==> run_1/closeup.png <==
Region (51, 52) to (81, 82) um. Cells in grey, sequential cells in the stronger grey; small squares are vias.
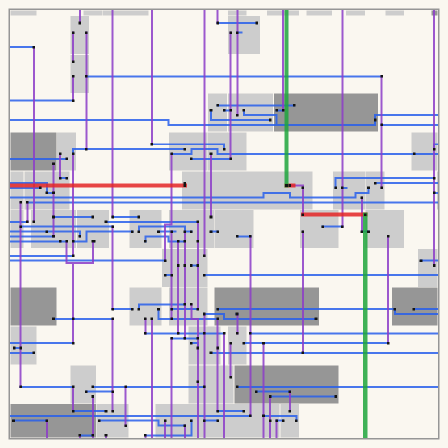
==> run_1/gates.png <==
Scale: 3 px per um.
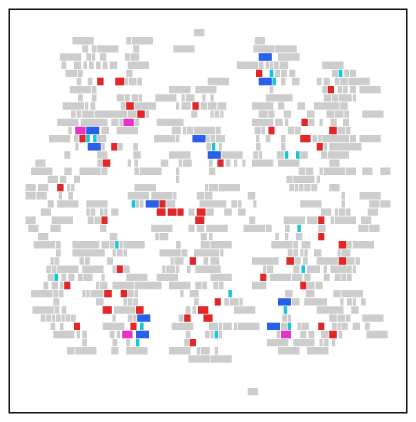
==> run_1/placed.png <==
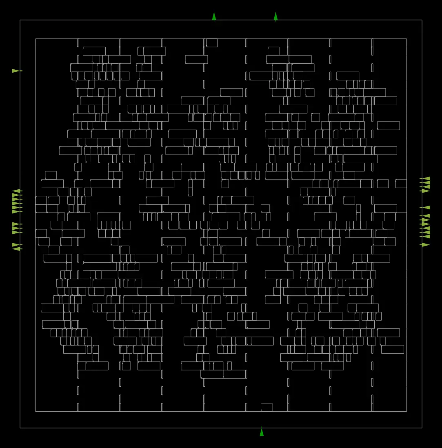
### config.mk
export PLATFORM = sky130hd
export DESIGN_NAME = led_status_bank
export DESIGN_NICKNAME = d
export VERILOG_FILES = /design/src/rtl/led_status_bank.sv
export SDC_FILE = /design/constraint.sdc
export NUM_CORES = 1
export LEC_CHECK = 0
export CORE_AREA = 5 5 127 129
export CTS_CLUSTER_SIZE = 20
export DETAILED_ROUTE_END_ITERATION = 7
export DIE_AREA = 0 0 132 134
export GPL_ROUTABILITY_DRIVEN = 0
export HOLD_SLACK_MARGIN = 0.12
export PLACE_DENSITY = 0.42
export SKIP_LAST_GASP = 1
export SYNTH_ARGS = -nofsm -noshare
export SYNTH_HDL_FRONTEND = slang
export SYNTH_SLANG_ARGS = --single-unit
### constraint.sdc
create_clock -name clk -period 2.4 [get_ports clk]
set_input_delay 0.48 -clock clk [delete_from_list [all_inputs] [get_ports clk]]
set_output_delay 0.48 -clock clk [all_outputs]
set_load 0.05 [all_outputs]
### src/rtl/led_status_bank.sv
`default_nettype none
// +--------------------------------------------------------------------------+
// | Module   : led_status_bank                                               |
// | Purpose  : N_CH-channel LED indicator controller. Each channel is off,   |
// |            steady, blinking (shared phase) or showing a retriggerable    |
// |            one-shot hold. All channels share a millisecond timebase.     |
// | Ports    : clk, rst        - clock, synchronous active-high reset         |
// |            mode[2*N_CH]    - per-channel mode, 00 off/01 on/10 blink/    |
// |                              11 hold                                     |
// |            trig[N_CH]      - hold trigger, rising-edge sensitive         |
// |            clr[N_CH]       - hold abort, level                           |
// |            lamp_test       - force every LED on                          |
// |            bright[8]       - PWM dim level (LED_BANK_PWM_DIM_EN only)    |
// |            led[N_CH]       - registered LED drive, 1 = lit               |
// |            hold_busy[N_CH] - registered, 1 while the hold timer runs     |
// | Options  : define LED_BANK_PWM_DIM_EN to add PWM dimming via `bright`.    |
// | Revision : 1.0 - initial release                                         |
// +--------------------------------------------------------------------------+
module led_status_bank #(
  parameter int N_CH          = 4,
  parameter int CLK_FREQ      = 50_000_000,
  parameter int BLINK_HALF_MS = 250,
  parameter int HOLD_MS       = 3000
) (
  input  logic              clk,
  input  logic              rst,
  input  logic [2*N_CH-1:0] mode,
  input  logic [N_CH-1:0]   trig,
  input  logic [N_CH-1:0]   clr,
  input  logic              lamp_test,
`ifdef LED_BANK_PWM_DIM_EN
  input  logic [7:0]        bright,
`endif
  output logic [N_CH-1:0]   led,
  output logic [N_CH-1:0]   hold_busy
);

  localparam int DIV   = CLK_FREQ / 1000;
  localparam int PRE_W = (DIV > 1) ? $clog2(DIV) : 1;
  localparam int MS_W  = (BLINK_HALF_MS > 1) ? $clog2(BLINK_HALF_MS) : 1;
  localparam int TMR_W = $clog2(HOLD_MS + 1);

  localparam logic [0:0] ST_IDLE = 1'b0;
  localparam logic [0:0] ST_RUN  = 1'b1;

  // ---------------------------------------------------------------------
  // Millisecond timebase. With DIV=1 the count is stuck at 0 and tick is
  // high every cycle.
  // ---------------------------------------------------------------------
  logic [PRE_W-1:0] pre_q, pre_d;
  logic             tick;

  always_comb begin
    tick  = (pre_q == PRE_W'(DIV - 1));
    pre_d = tick ? '0 : pre_q + PRE_W'(1);
  end

  // ---------------------------------------------------------------------
  // Shared blink phase; free-running, never touched by mode changes.
  // ---------------------------------------------------------------------
  logic [MS_W-1:0] ms_q, ms_d;
  logic            phase_q, phase_d;

  always_comb begin
    ms_d    = ms_q;
    phase_d = phase_q;
    if (tick) begin
      if (ms_q == MS_W'(BLINK_HALF_MS - 1)) begin
        ms_d    = '0;
        phase_d = ~phase_q;
      end else begin
        ms_d = ms_q + MS_W'(1);
      end
    end
  end

  // Previous trig sample for rising-edge detection.
  logic [N_CH-1:0] trig_prev_q, trig_prev_d;
  assign trig_prev_d = trig;

`ifdef LED_BANK_PWM_DIM_EN
  logic [7:0] pwm_cnt_q, pwm_cnt_d;
  logic       pwm_on;
  always_comb begin
    pwm_cnt_d = pwm_cnt_q + 8'd1;
    pwm_on    = (pwm_cnt_q < bright);
  end
`endif

  always_ff @(posedge clk) begin
    if (rst) begin
      pre_q       <= '0;
      ms_q        <= '0;
      phase_q     <= 1'b0;
      trig_prev_q <= '0;
    end else begin
      pre_q       <= pre_d;
      ms_q        <= ms_d;
      phase_q     <= phase_d;
      trig_prev_q <= trig_prev_d;
    end
  end

`ifdef LED_BANK_PWM_DIM_EN
  always_ff @(posedge clk) begin
    if (rst) begin
      pwm_cnt_q <= '0;
    end else begin
      pwm_cnt_q <= pwm_cnt_d;
    end
  end
`endif

  // ---------------------------------------------------------------------
  // Per-channel hold FSM and lit value.
  // ---------------------------------------------------------------------
  logic [N_CH-1:0] lit_vec;
  logic [N_CH-1:0] run_vec;

  for (genvar i = 0; i < N_CH; i++) begin : g_ch
    logic [1:0]       ch_mode;
    logic             rise;
    logic             hold_sel;
    logic [0:0]       state_q, state_d;
    logic [TMR_W-1:0] tmr_q, tmr_d;
    logic             run;
    logic             lit;

    assign ch_mode  = mode[2*i +: 2];
    assign rise     = trig[i] & ~trig_prev_q[i];
    assign hold_sel = (ch_mode == 2'b11);

    // State register
    always_ff @(posedge clk) begin
      if (rst) begin
        state_q <= ST_IDLE;
        tmr_q   <= '0;
      end else begin
        state_q <= state_d;
        tmr_q   <= tmr_d;
      end
    end

    // Next state: abort beats retrigger, retrigger beats countdown.
    always_comb begin
      state_d = state_q;
      tmr_d   = tmr_q;
      if (clr[i] || !hold_sel) begin
        state_d = ST_IDLE;
        tmr_d   = '0;
      end else if (rise) begin
        state_d = ST_RUN;
        tmr_d   = TMR_W'(HOLD_MS);
      end else if ((state_q == ST_RUN) && tick) begin
        // <= 1 also covers a zero timer so it can never wrap.
        if (tmr_q <= TMR_W'(1)) begin
          state_d = ST_IDLE;
          tmr_d   = '0;
        end else begin
          tmr_d = tmr_q - TMR_W'(1);
        end
      end
    end

    // Output decode
    always_comb begin
      run = (state_q == ST_RUN);
      case (ch_mode)
        2'b00:   lit = 1'b0;
        2'b01:   lit = 1'b1;
        2'b10:   lit = phase_q;
        default: lit = run;
      endcase
`ifdef LED_BANK_PWM_DIM_EN
      lit = lit & pwm_on;
`endif
    end

    assign lit_vec[i] = lit;
    assign run_vec[i] = run;
  end

  // ---------------------------------------------------------------------
  // Output registers. Lamp test overrides after dimming so it is always
  // full brightness.
  // ---------------------------------------------------------------------
  logic [N_CH-1:0] led_q, led_d;
  logic [N_CH-1:0] hold_busy_q, hold_busy_d;

  always_comb begin
    led_d       = lamp_test ? {N_CH{1'b1}} : lit_vec;
    hold_busy_d = run_vec;
  end

  always_ff @(posedge clk) begin
    if (rst) begin
      led_q       <= '0;
      hold_busy_q <= '0;
    end else begin
      led_q       <= led_d;
      hold_busy_q <= hold_busy_d;
    end
  end

  assign led       = led_q;
  assign hold_busy = hold_busy_q;

endmodule
`default_nettype wire

==> job_summary.md, run 1 <==
## PnR job results

| Metric | Value |
|---|---|
| Status | `completed` |
| Worst path slowest cell | `or4_1` |
| Max cap viols | `0` |
| Tot Pwr | `3390 uW` |
| Synthesized chip area reported by yosys | `roughly 0.0044 mm2` |
| Diode count | `0` |
| Gr ovfl total | `0` |
| Worst-Margin Slew | `~0.57 ns` |
| P_clk | `around 1700 uW` |
| Worst setup endpoint | `g_ch[3].tmr_q[7]` |
| Synth Area in Adders | `between 3 and 4%` |
| Main logic family | `simple AND/OR/NAND/NOR gates` |
| FMAX | `468 MHz` |
| Critical path launch point type | `register` |
| Post-synth ARST share | `0%` |
| CP delay by family, top | `simple AND/OR/NAND/NOR gates` |
| CTS Buffer Depth | `2` |
| Class of the worst hold path | `register to register` |
| Sw Pwr | `between 700 and 800 uW` |
| Worst endpoint data arrival time | `2.37 ns` |
| Cells in synth_stat.txt | `around 530` |
| Post-detail-place hpwl | `8210 um` |
| Vias per inst | `5.11` |
| Pleak | `approximately 0.0019 uW` |
| Power Sequential | `around 1500 uW` |
| Ys Warns | `0` |
| Crit share post-route | `around 90%` |
| First-pass GRT wire length | `around 20000 um` |
| Comb. pwr | `230 uW` |
| Hold_buf cts | `0` |
| Clock skew | `roughly 0.0052 ns` |
| Mux share | `less than 1%` |
| R2r setup slk | `between 0.2 and 0.3 ns` |
| Tool warnings | `31` |
| Via count | `slightly below 4000` |
| Top_reg_cell synth | `dfxtp_1` |
| Syn Inst Count | `roughly 530` |
-- closeup.png (at the start) --
- purple: M2
- red: M3
- green: M4
- blue: M1
- cells with their middle in the window: 36
- netlist names of flops here include: pre_q (3), phase_q (1)
- sequential cells in the window: 4
- most frequent: nor2_1 (7), buf_4 (7)

-- gates.png (at the start) --
- cyan: inv cells (cells 19; most used inv_1)
- blue: fa/ha/maj cells (cells 11; most used ha_1)
- magenta: mux cells (cells 4; most used mux2i_1)
- red: and/or cells (cells 47; most used or3_1)

-- placed.png (at the start) --
sequential cell area share: 33.1%
final std cells w/o fill: 775
Seq cells: 89
row cnt: 45
fill cell total of the finished layout: 1506

## run 1: registers in the layout (all words and copies together) (netlist names)
name,cells
ms_q,8
hold_busy,4
g_ch.tmr_q,48
pre_q,16
phase_q,1
led,4
g_ch.run,4
trig_prev_q,4
## run 1: cell families after synthesis
family / after synthesis
buffers and inverters: 37
flip-flops: 89
AND/OR/NAND/NOR: 259
AND-OR/OR-AND: 114
adder cells (fa/ha/maj): 11
XOR/XNOR: 19
multiplexers: 4
## run 1: per-layer routing
| metal | global-route usage (%) | up-vias | share of wire (%) |
|---|---|---|---|
| met3 | 4.09 | 13 | 4.4 |
| met2 | 20.1 | 76 | 43 |
| met1 | 18.6 | 1842 | 52 |
| met4 | 4.23 | 0 | 1.2 |
| met5 | 0 | - | 0 |
| li1 | - | 2032 | - |
## run 1: cells in the final DEF, fill, tap and decap left out, types with 2 or more instances in the layout
cell and instances:
nand2_1 37, xor2_1 7, a31oi_1 24, nand4b_1 5, nand2_2 2, buf_4 30
clkdlybuf4s50_1 26, nand3b_1 5, nor4_2 3, o31ai_1 2, mux2i_1 4, bufinv_16 3
and4_1 6, nand2b_1 8, nor4_1 4, or3_1 19, inv_1 19, nor2b_1 9
nor2_1 73, o211ai_1 5, and3_1 4, or4_1 10, clkbuf_16 9, and4b_1 2
a22oi_1 5, dfxtp_1 89, nor4b_4 3, nor3_1 15, nand4_1 19, and2_1 4
ha_1 11, xnor2_1 12, o21ai_0 29, nand3_1 23, nor3_2 3, a21oi_1 42
## run 1: cell type report
class                           instances  area share [%]
Clock inverter                          5            1.91
Inverter                               19            1.33
Clock buffer                           11            4.51
Tap cell                              188            4.37
Multi-Input combinational cell        407            45.7
Timing Repair Buffer                   56            9.03
Sequential cell                        89            33.1
==> inputs of run 2 (changes only) <==
Settings changed: RECOVER_POWER set to 50.
Clock period 2.4 ns to 2.5 ns, I/O delays scaled along.
==> run_2/placed.png <==
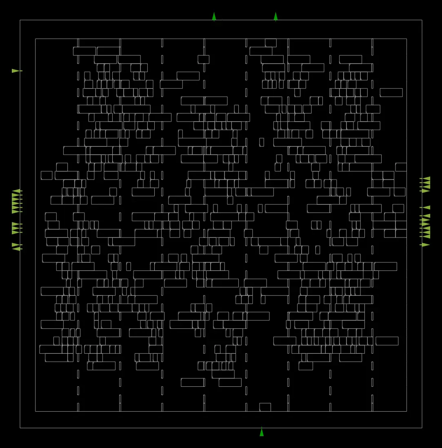
fill cell total of the finished layout: 1550
n_taps: 188
sequential cell area share: 33.9%
Final Util: 35.2%

==> run 2 against run 1 <==
Compared with the run above:
- sequential power decreased by 4%
- clock power decreased by 25%
- largest power group is now sequential cells
- register-to-register slack better by 0.07 ns
==> job_summary.md, run 2 <==
## PnR job results

| Metric | Value |
|---|---|
| Most frequent logic cell in the layout | `dfxtp_1 (unchanged)` |
| # IOs | `27 (unchanged)` |
| Row cnt | `45 (unchanged)` |
| Die X | `132 um (unchanged)` |
| Post-synthesis simple-gate area fraction | `33.1% (unchanged)` |
| Crit Path Class | `input port to register (was register to register)` |
| Top Usage Layer GRT | `met2 (unchanged)` |
| Worst-Margin Slew | `0.571 ns (was 0.565 ns)` |
| Diode count | `0 (unchanged)` |
| Post-synth ARST share | `0% (unchanged)` |
| Clk Tree Root Cell | `clkbuf_16 (unchanged)` |
| Vias per inst | `5.11 (about the same)` |
| WP data required | `2.73 ns (was 2.63 ns)` |
| P_clk | `1230 uW (was 1650 uW)` |
| Top reg by flops | `g_ch.tmr_q (unchanged)` |
| Synthesized chip area reported by yosys | `0.00439 mm2 (unchanged)` |
| Sw Pwr | `675 uW (was 750 uW)` |
| Status | `completed (unchanged)` |
| Max reg flops | `48 (unchanged)` |
| Met2 usage | `20.7% (was 20.1%)` |
| Most common cell in the netlist | `dfxtp_1 (unchanged)` |
| Cells in synth_stat.txt | `533 (unchanged)` |
| # setup viols final | `0 (unchanged)` |
| Power Sequential | `1450 uW (was 1510 uW)` |
| Comb. pwr | `208 uW (was 230 uW)` |
| Final Hold Violating Endpoints | `0 (unchanged)` |
| Comb pwr share | `7.2% (was 6.8%)` |
| Sequential share of power | `50.1% (was 44.6%)` |
| Hold_buf cts | `0 (unchanged)` |
| Largest net degree at the start of global routing | `16 (unchanged)` |
| Net Count, Synth | `563 (unchanged)` |
| Yosys xor share | `3.79% (unchanged)` |
| Clk_lat worst skew | `0.34 ns (was 0.35 ns)` |
| Mux share | `0.912% (unchanged)` |
| DRC | `0 (unchanged)` |
| Class of the worst hold path | `register to register (unchanged)` |
| Tool warnings | `31 (unchanged)` |
| Top_reg_cell synth | `dfxtp_1 (unchanged)` |
| Main power group | `sequential cells (was the clock network)` |
| Core area | `0.0149 mm2 (unchanged)` |
| Synth Area in Adders | `3.13% (unchanged)` |
| Met1 Use GR | `17.7% (was 18.6%)` |
| Relative slew slack | `61.9% (was 62.0%)` |
| Vias in the first global route | `3791 (was 3904)` |
| Yosys top cell by area | `dfxtp_1 (unchanged)` |
| Power per cell area | `551 mW/mm2 (was 630 mW/mm2)` |
| Die area | `0.0177 mm2 (unchanged)` |
| Crit share post-route | `a little under 90%` |
| GR Util met3 | `4.16% (was 4.09%)` |
| Ys Warns | `0 (unchanged)` |
| Hold Path Stages | `1 (unchanged)` |
| Share of cells above drive strength 1 | `8.06% (was 10.1%)` |
| Post-synthesis cell area | `0.00439 mm2 (unchanged)` |
| Post-detail-place hpwl | `8220 um (was 8210 um)` |
| Tmin final | `2.20 ns` |
| Clock Sinks | `89 (unchanged)` |
| FMAX | `454 MHz` |
| Worst Path Max Fanout | `15 (was 8)` |
| Main logic family | `simple AND/OR/NAND/NOR gates (unchanged)` |
| Top flop regs | `g_ch.tmr_q: 48 flops, pre_q: 16 flops, ms_q: 8 flops (unchanged)` |
| Critical path launch point type | `input port (was register)` |
| Fp util | `29.4% (unchanged)` |
| Crit. End Element | `register (unchanged)` |
| Syn Inst Count | `533 (unchanged)` |
| Top logic cells by instance count in the layout | `89 x dfxtp_1, 73 x nor2_1, 42 x a21oi_1, 37 x nand2_1, 29 x o21ai_0 (was 89 x dfxtp_1, 73 x nor2_1, 42 x a21oi_1, 37 x nand2_1, 30 x buf_4)` |
| Pleak | `0.00184 uW (was 0.00189 uW)` |
| IO buf count | `26 (unchanged)` |
| Clk network pwr share | `42.7% (was 48.6%)` |
| Total CTS buffers | `9 (unchanged)` |
| CTS Buffer Depth | `2 (unchanged)` |
| Worst endpoint data arrival time | `2.43 ns (was 2.37 ns)` |
| Drt first-iter violations | `243 (was 253)` |
| Flops after synth | `89 (unchanged)` |
| Post-CTS Resized | `0 (unchanged)` |
| Gr ovfl total | `0 (unchanged)` |
| Max cap viols | `0 (unchanged)` |
| Clock skew | `0.00541 ns (was 0.00519 ns)` |
| First-pass GRT wire length | `19200 um (was 19600 um)` |
==> run_2/layers.png <==
Scale: 3 px per um. Two of the layers only.
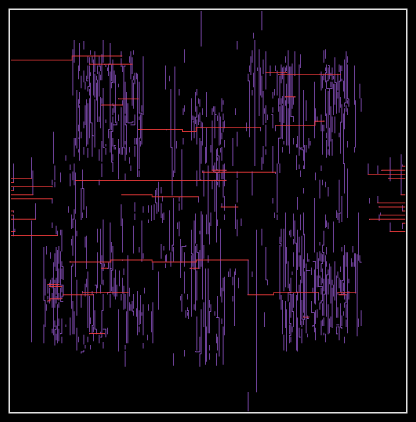
- purple: M2 (wire length 4990 um)
- red: M3 (wire length 551 um)
wire length per cell: 14.6 um
Post-Route WL: 11300 um
via count: 3938
All-Layer GR Usage: 13.2%

run 2: cell counts after synthesis:
No cell type changed its count.
run 2: metrics by stage:
stage | total power (uW) | std cells | hold slack [ns] | worst slack, ns | cell area (um2)
floorplan | 1600 | 533 | 0.413 | 0.571 | 4390
CTS | 2960 | 771 | 0.443 | 0.321 | 5270
global placement | 1700 | 756 | 0.424 | 0.218 | 5010
global route | 3030 | 771 | 0.470 | 0.0966 | 5250
finish | 2890 | 771 | 0.447 | 0.300 | 5250
detailed placement | 1700 | 756 | 0.434 | 0.220 | 5010
run 2: worst paths after layout:
kind,startpoint,end,slack [ns]
setup reg to reg,pre_q[0],g_ch[1].tmr_q[8],0.33
hold / removal,pre_q[0],pre_q[0],0.45
setup / recovery,rst,pre_q[4],0.30
hold reg to reg,pre_q[0],pre_q[0],0.45
run 2: worst max-delay path, cell delays in order:
cell and delay, ns:
dlygate4sd3_1 0.69, clkbuf_1 0.36, clkbuf_1 0.42, nand2b_1 0.17, buf_4 0.21, nor2_1 0.07
run 2: cells by family (layout without fill, tap and decap cells):
kind of cell,count (synthesis),in the layout
buf+inv,37,87
fa+ha+maj,11,11
compound gates,114,114
xor+xnor,19,19
mux,4,4
simple gates,259,259
flops,89,89
run 2: layer usage:
metal | wire (um) | part of all wire [%] | up-vias
li1 | - | - | 2027
met5 | 0 | 0 | -
met3 | 550 | 4.9 | 8
met2 | 4990 | 44 | 76
met1 | 5630 | 50 | 1827
met4 | 100 | 0.89 | 0
run 2: layout make-up:
class                           count  area [um2]
Multi-Input combinational cell    407        2460
Tap cell                          188         235
Inverter                           19        71.3
Fill cell                        1550        9670
Sequential cell                    89        1780
Clock buffer                       15         258
Timing Repair Buffer               53         448
Power and IR drop assume default switching activity.
